**The metal 1 layer**

Cells faint in the background.
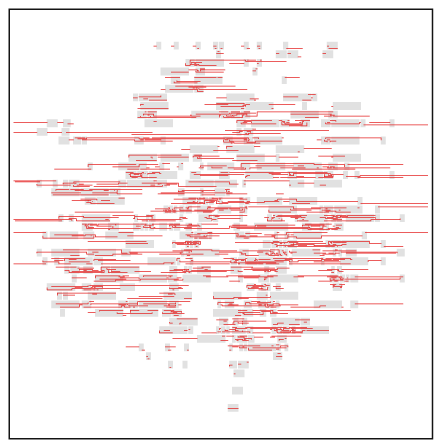
**M2 wires**

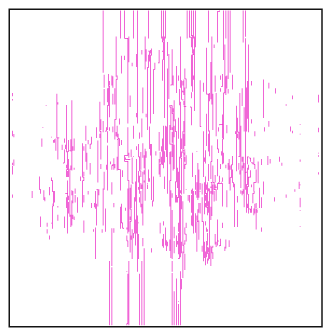
`src/rtl/rx_cmd_pkg.sv`:
```
// rtl/rx_cmd_pkg.sv - shared state type, payload size and length decode for rx_cmd_sequencer
//
// Contents:
//   state_t      : sequencer states IDLE / PAYLOAD / ISSUE
//   MAX_PAYLOAD  : largest payload in bytes
//   payload_len  : payload byte count carried by an opcode (0, 2, 4 or 6)

package rx_cmd_pkg;

  typedef enum logic [1:0] {
    IDLE    = 2'd0,
    PAYLOAD = 2'd1,
    ISSUE   = 2'd2
  } state_t;

  localparam int MAX_PAYLOAD = 6;

  // opcode[7:6] selects 0/2/4/6 bytes, i.e. twice the field value.
  function automatic logic [2:0] payload_len(input logic [7:0] opcode);
    return {opcode[7:6], 1'b0};
  endfunction

endpackage

```
`src/rtl/flex_counter.sv`:
```
// rtl/flex_counter.sv - up counter with clear and a rollover strobe at a fixed terminal value
//
// Ports:
//   clk, rst      : clock, asynchronous active-high reset
//   clear         : synchronous return to zero (wins over counting)
//   count_enable  : advance by one this cycle
//   rollover      : combinational, high on the enabled cycle that would reach ROLLOVER;
//                   the count wraps to zero on that edge

module flex_counter #(
  parameter int ROLLOVER = 64,
  parameter int WIDTH    = $clog2(ROLLOVER + 1)
) (
  input  logic clk,
  input  logic rst,
  input  logic clear,
  input  logic count_enable,
  output logic rollover
);

  logic [WIDTH-1:0] count;

  assign rollover = count_enable && (count == WIDTH'(ROLLOVER - 1));

  always_ff @(posedge clk or posedge rst) begin
    if (rst) begin
      count <= '0;
    end else if (clear || rollover) begin
      count <= '0;
    end else if (count_enable) begin
      count <= count + 1'b1;
    end
  end

endmodule

```
`src/rtl/rx_cmd_sequencer.sv`:
```
// rtl/rx_cmd_sequencer.sv - drains rx_fifo and assembles opcode+payload commands for the GPU core
//
// Ports:
//   clk, rst        : clock, asynchronous active-high reset
//   en              : gate on accepting new opcodes (a command in flight always completes)
//   fifo_empty      : rx_fifo empty flag
//   fifo_r_data     : rx_fifo head byte (first-word fall-through)
//   fifo_r_enable   : pop head byte on this edge
//   cmd_valid       : command on cmd_opcode/cmd_payload is valid
//   cmd_ready       : GPU core accepts command
//   cmd_opcode      : opcode of held command
//   cmd_payload     : payload, byte k in bits [8k+7:8k], unused bytes zero
//   busy            : sequencer not idle
//   err_timeout     : one-cycle pulse when a stalled payload is abandoned

module rx_cmd_sequencer
  import rx_cmd_pkg::*;
#(
  parameter int         TIMEOUT   = 64,
  parameter logic [7:0] SYNC_BYTE = 8'hFF
) (
  input  logic        clk,
  input  logic        rst,
  input  logic        en,
  input  logic        fifo_empty,
  input  logic [7:0]  fifo_r_data,
  output logic        fifo_r_enable,
  output logic        cmd_valid,
  input  logic        cmd_ready,
  output logic [7:0]  cmd_opcode,
  output logic [47:0] cmd_payload,
  output logic        busy,
  output logic        err_timeout
);

  state_t      state, state_n;
  logic [7:0]  opcode_n;
  logic [47:0] payload_n;
  logic [2:0]  idx, idx_n;
  logic        stall_clear, stall_en, stall_hit;

  // Stall counter only runs while waiting on payload bytes; any pop or
  // leaving PAYLOAD restarts the count.
  assign stall_en    = (state == PAYLOAD) && fifo_empty;
  assign stall_clear = (state != PAYLOAD) || fifo_r_enable;

  flex_counter #(
    .ROLLOVER(TIMEOUT)
  ) u_stall (
    .clk         (clk),
    .rst         (rst),
    .clear       (stall_clear),
    .count_enable(stall_en),
    .rollover    (stall_hit)
  );

  always_ff @(posedge clk or posedge rst) begin
    if (rst) begin
      state       <= IDLE;
      cmd_opcode  <= '0;
      cmd_payload <= '0;
      idx         <= '0;
    end else begin
      state       <= state_n;
      cmd_opcode  <= opcode_n;
      cmd_payload <= payload_n;
      idx         <= idx_n;
    end
  end

  always_comb begin
    state_n       = state;
    opcode_n      = cmd_opcode;
    payload_n     = cmd_payload;
    idx_n         = idx;
    fifo_r_enable = 1'b0;
    err_timeout   = 1'b0;
    unique case (state)
      IDLE: begin
        // Held low during reset so no byte is lost while the block is cleared.
        fifo_r_enable = en && !fifo_empty && !rst;
        if (fifo_r_enable && (fifo_r_data != SYNC_BYTE)) begin
          opcode_n  = fifo_r_data;
          payload_n = '0;
          idx_n     = '0;
          state_n   = (payload_len(fifo_r_data) == 3'd0) ? ISSUE : PAYLOAD;
        end
      end
      PAYLOAD: begin
        fifo_r_enable = !fifo_empty && !rst;
        if (fifo_r_enable) begin
          payload_n[{idx, 3'b000} +: 8] = fifo_r_data;
          idx_n = idx + 3'd1;
          if (idx_n == payload_len(cmd_opcode)) begin
            state_n = ISSUE;
          end
        end else if (stall_hit) begin
          err_timeout = 1'b1;
          opcode_n    = '0;
          payload_n   = '0;
          idx_n       = '0;
          state_n     = IDLE;
        end
      end
      ISSUE: begin
        if (cmd_ready) begin
          state_n = IDLE;
        end
      end
      default: state_n = IDLE;
    endcase
  end

  assign cmd_valid = (state == ISSUE);
  assign busy      = (state != IDLE);

endmodule

```
`config.mk`:
```
export PLATFORM = sky130hd
export DESIGN_NAME = rx_cmd_sequencer
export DESIGN_NICKNAME = d
export VERILOG_FILES = /design/src/rtl/rx_cmd_pkg.sv /design/src/rtl/flex_counter.sv /design/src/rtl/rx_cmd_sequencer.sv
export SDC_FILE = /design/constraint.sdc
export NUM_CORES = 1
export LEC_CHECK = 0
export CAP_MARGIN = 20
export CORE_AREA = 8 8 125 127
export CTS_CLUSTER_SIZE = 10
export DETAILED_ROUTE_END_ITERATION = 10
export DIE_AREA = 0 0 133 135
export PLACE_DENSITY_LB_ADDON = 0.3
export SLEW_MARGIN = 40
export SYNTH_ARGS = -nofsm -noshare
export SYNTH_HDL_FRONTEND = slang
export SYNTH_SLANG_ARGS = --single-unit
```
`constraint.sdc`:
```
create_clock -name clk -period 3.77 [get_ports clk]
set_input_delay 0.5655 -clock clk [delete_from_list [all_inputs] [get_ports clk]]
set_output_delay 0.5655 -clock clk [all_outputs]
set_load 0.1 [all_outputs]
```
==> impl_metrics.py <==
# Auto-generated metrics
metrics = {
    "timing": {
        "grt_setup_unrepaired": "false",
        "worst_pin_slew_ps": 679,
        "finalSetupTns_ps": 0,
        "finalHoldWorstSlack_ps": 488,
        "setup_violations": 0,
        "period_minus_slack_ps": 2840,
        "drv_slew": 0,
        "timing.final.ws_setup_ps": 931,
        "hold_viol": 0,
    },
    "power_and_ir_drop": {
        "clockPowerShare_pct": 25.9,
        "ir_drop_mv": 0.239,
        "maxPowerGroup": "combinational logic",
        "seqPwrFrac_pct": 29.8,
        "fin_total_pwr_mw": 3.27,
        "p_switching_mw": 1.57,
        "p_comb_mw": 1.45,
        "netSwitchingFraction_pct": 48.0,
        "comb_power_share_pct": 44.3,
        "clock_power_mw": 0.846,
    },
    "finish": {
        "top_regs": "cmd_payload (48), cmd_opcode (8), u_stall.count (7)",
        "final_util_pct": 29.6,
        "largest_register": "cmd_payload",
        "mi_logic_area_sq_um": 1250,
        "comb_share_pct": 31.2,
        "clk_share_pct": 7.56,
        "nNonClkBuffers": 79,
        "final.fill_count": 1425,
        "drive_above_1_share_pct": 25.8,
        "inverters": 15,
        "lay_top_cells": "68 x dfrtp_1, 56 x buf_2, 24 x a22o_1, 18 x nor2_1, 18 x nand2_1",
        "final_nets": 365,
        "layout_top_cell": "dfrtp_1",
        "nClkBuffers": 12,
        "synthToLayoutAreaGrowth_pct": 30.6,
        "seq_area_share_pct": 42.3,
        "fin_area_sq_um": 4020,
        "seq_area_sq_um": 1700,
        "flops": 68,
        "largest_register_ffs": 48,
    },
    "grt": {
        "grt_remaining_overflow": 0,
        "antenna_found_initial": 0,
        "grtUsageMet1_pct": 13.8,
        "met3_usage_pct": 3.34,
    },
    "drt": {
        "ant_nets": 0,
        "dr_total_vias": 2432,
        "top_layer_used": "met4",
        "firstDrtPassIters": 4,
        "drt-met1-wl_um": 4450,
    },
    "critical_path": {
        "endpoint": "cmd_payload[37]",
        "crit_slowest_cell": "dfrtp_1",
        "r2r_cells": 7,
        "timing_worst_setup_path_type": "reg2reg",
        "crit_chain": "inv_1 -> ha_1 -> ha_1 -> nor2b_1 -> or4b_1 -> nor2_1 -> a22o_1",
        "cp_max_fo": 12,
        "cp_top_family": "simple AND/OR/NAND/NOR gates",
        "crit_top_cell": "ha_1",
        "critPathArrivalTime_ps": 3090,
        "max_stage_delay_ps": 600,
        "required_ps": 4030,
        "reg2reg_from": "idx[0]",
    },
    "floorplan": {
        "taps": 180,
        "fp_util_pct": 22.6,
        "die.size.y_um": 135,
        "die_w_um": 133,
        "rows": 43,
    },
    "logic_synthesis": {
        "synth-edff-count": 0,
        "yosys_cells": 268,
        "top_cells_by_count": "68 x dfrtp_1, 24 x a22o_1, 18 x nand2_1, 18 x nor2_1",
        "fp_nets": 289,
        "synth_area_sq_um": 3080,
        "syn_inst": 268,
        "synth.distinct_cells": 39,
        "synthMuxAreaShare_pct": 0.325,
        "topCombFamilyByArea": "AND-OR/OR-AND gates",
        "synth-seq-area-share_pct": 55.2,
        "synthAdderAreaFrac_pct": 3.25,
    },
    "place": {
        "gp_congestion": 0.740,
        "dp_hpwl_um": 6950,
    },
    "flow_run": {
        "warning_count": 31,
        "drv_cap": 0,
    },
    "clock_network": {
        "post_cts_resized": 0,
        "clock_latency_ps": 320,
        "root_buffer": "clkbuf_16",
    },
    "min_path": {
        "min-delay-start": "cmd_payload[26]",
    },
    "outcome": {
        "status": "finished clean",
    },
}
## Picture notes: 'the metal 1 layer'
main direction: horizontal
share of all routed wire: 47%
wire length on this layer: 4,450 um
longest straight run: 36.8 um
nets with wire on the layer: 326

## Picture notes: 'M2 wires'
nets with wire on the layer: 313
main direction: vertical
longest straight run: 64.6 um
share of all routed wire: 46%
wire length on this layer: 4,370 um

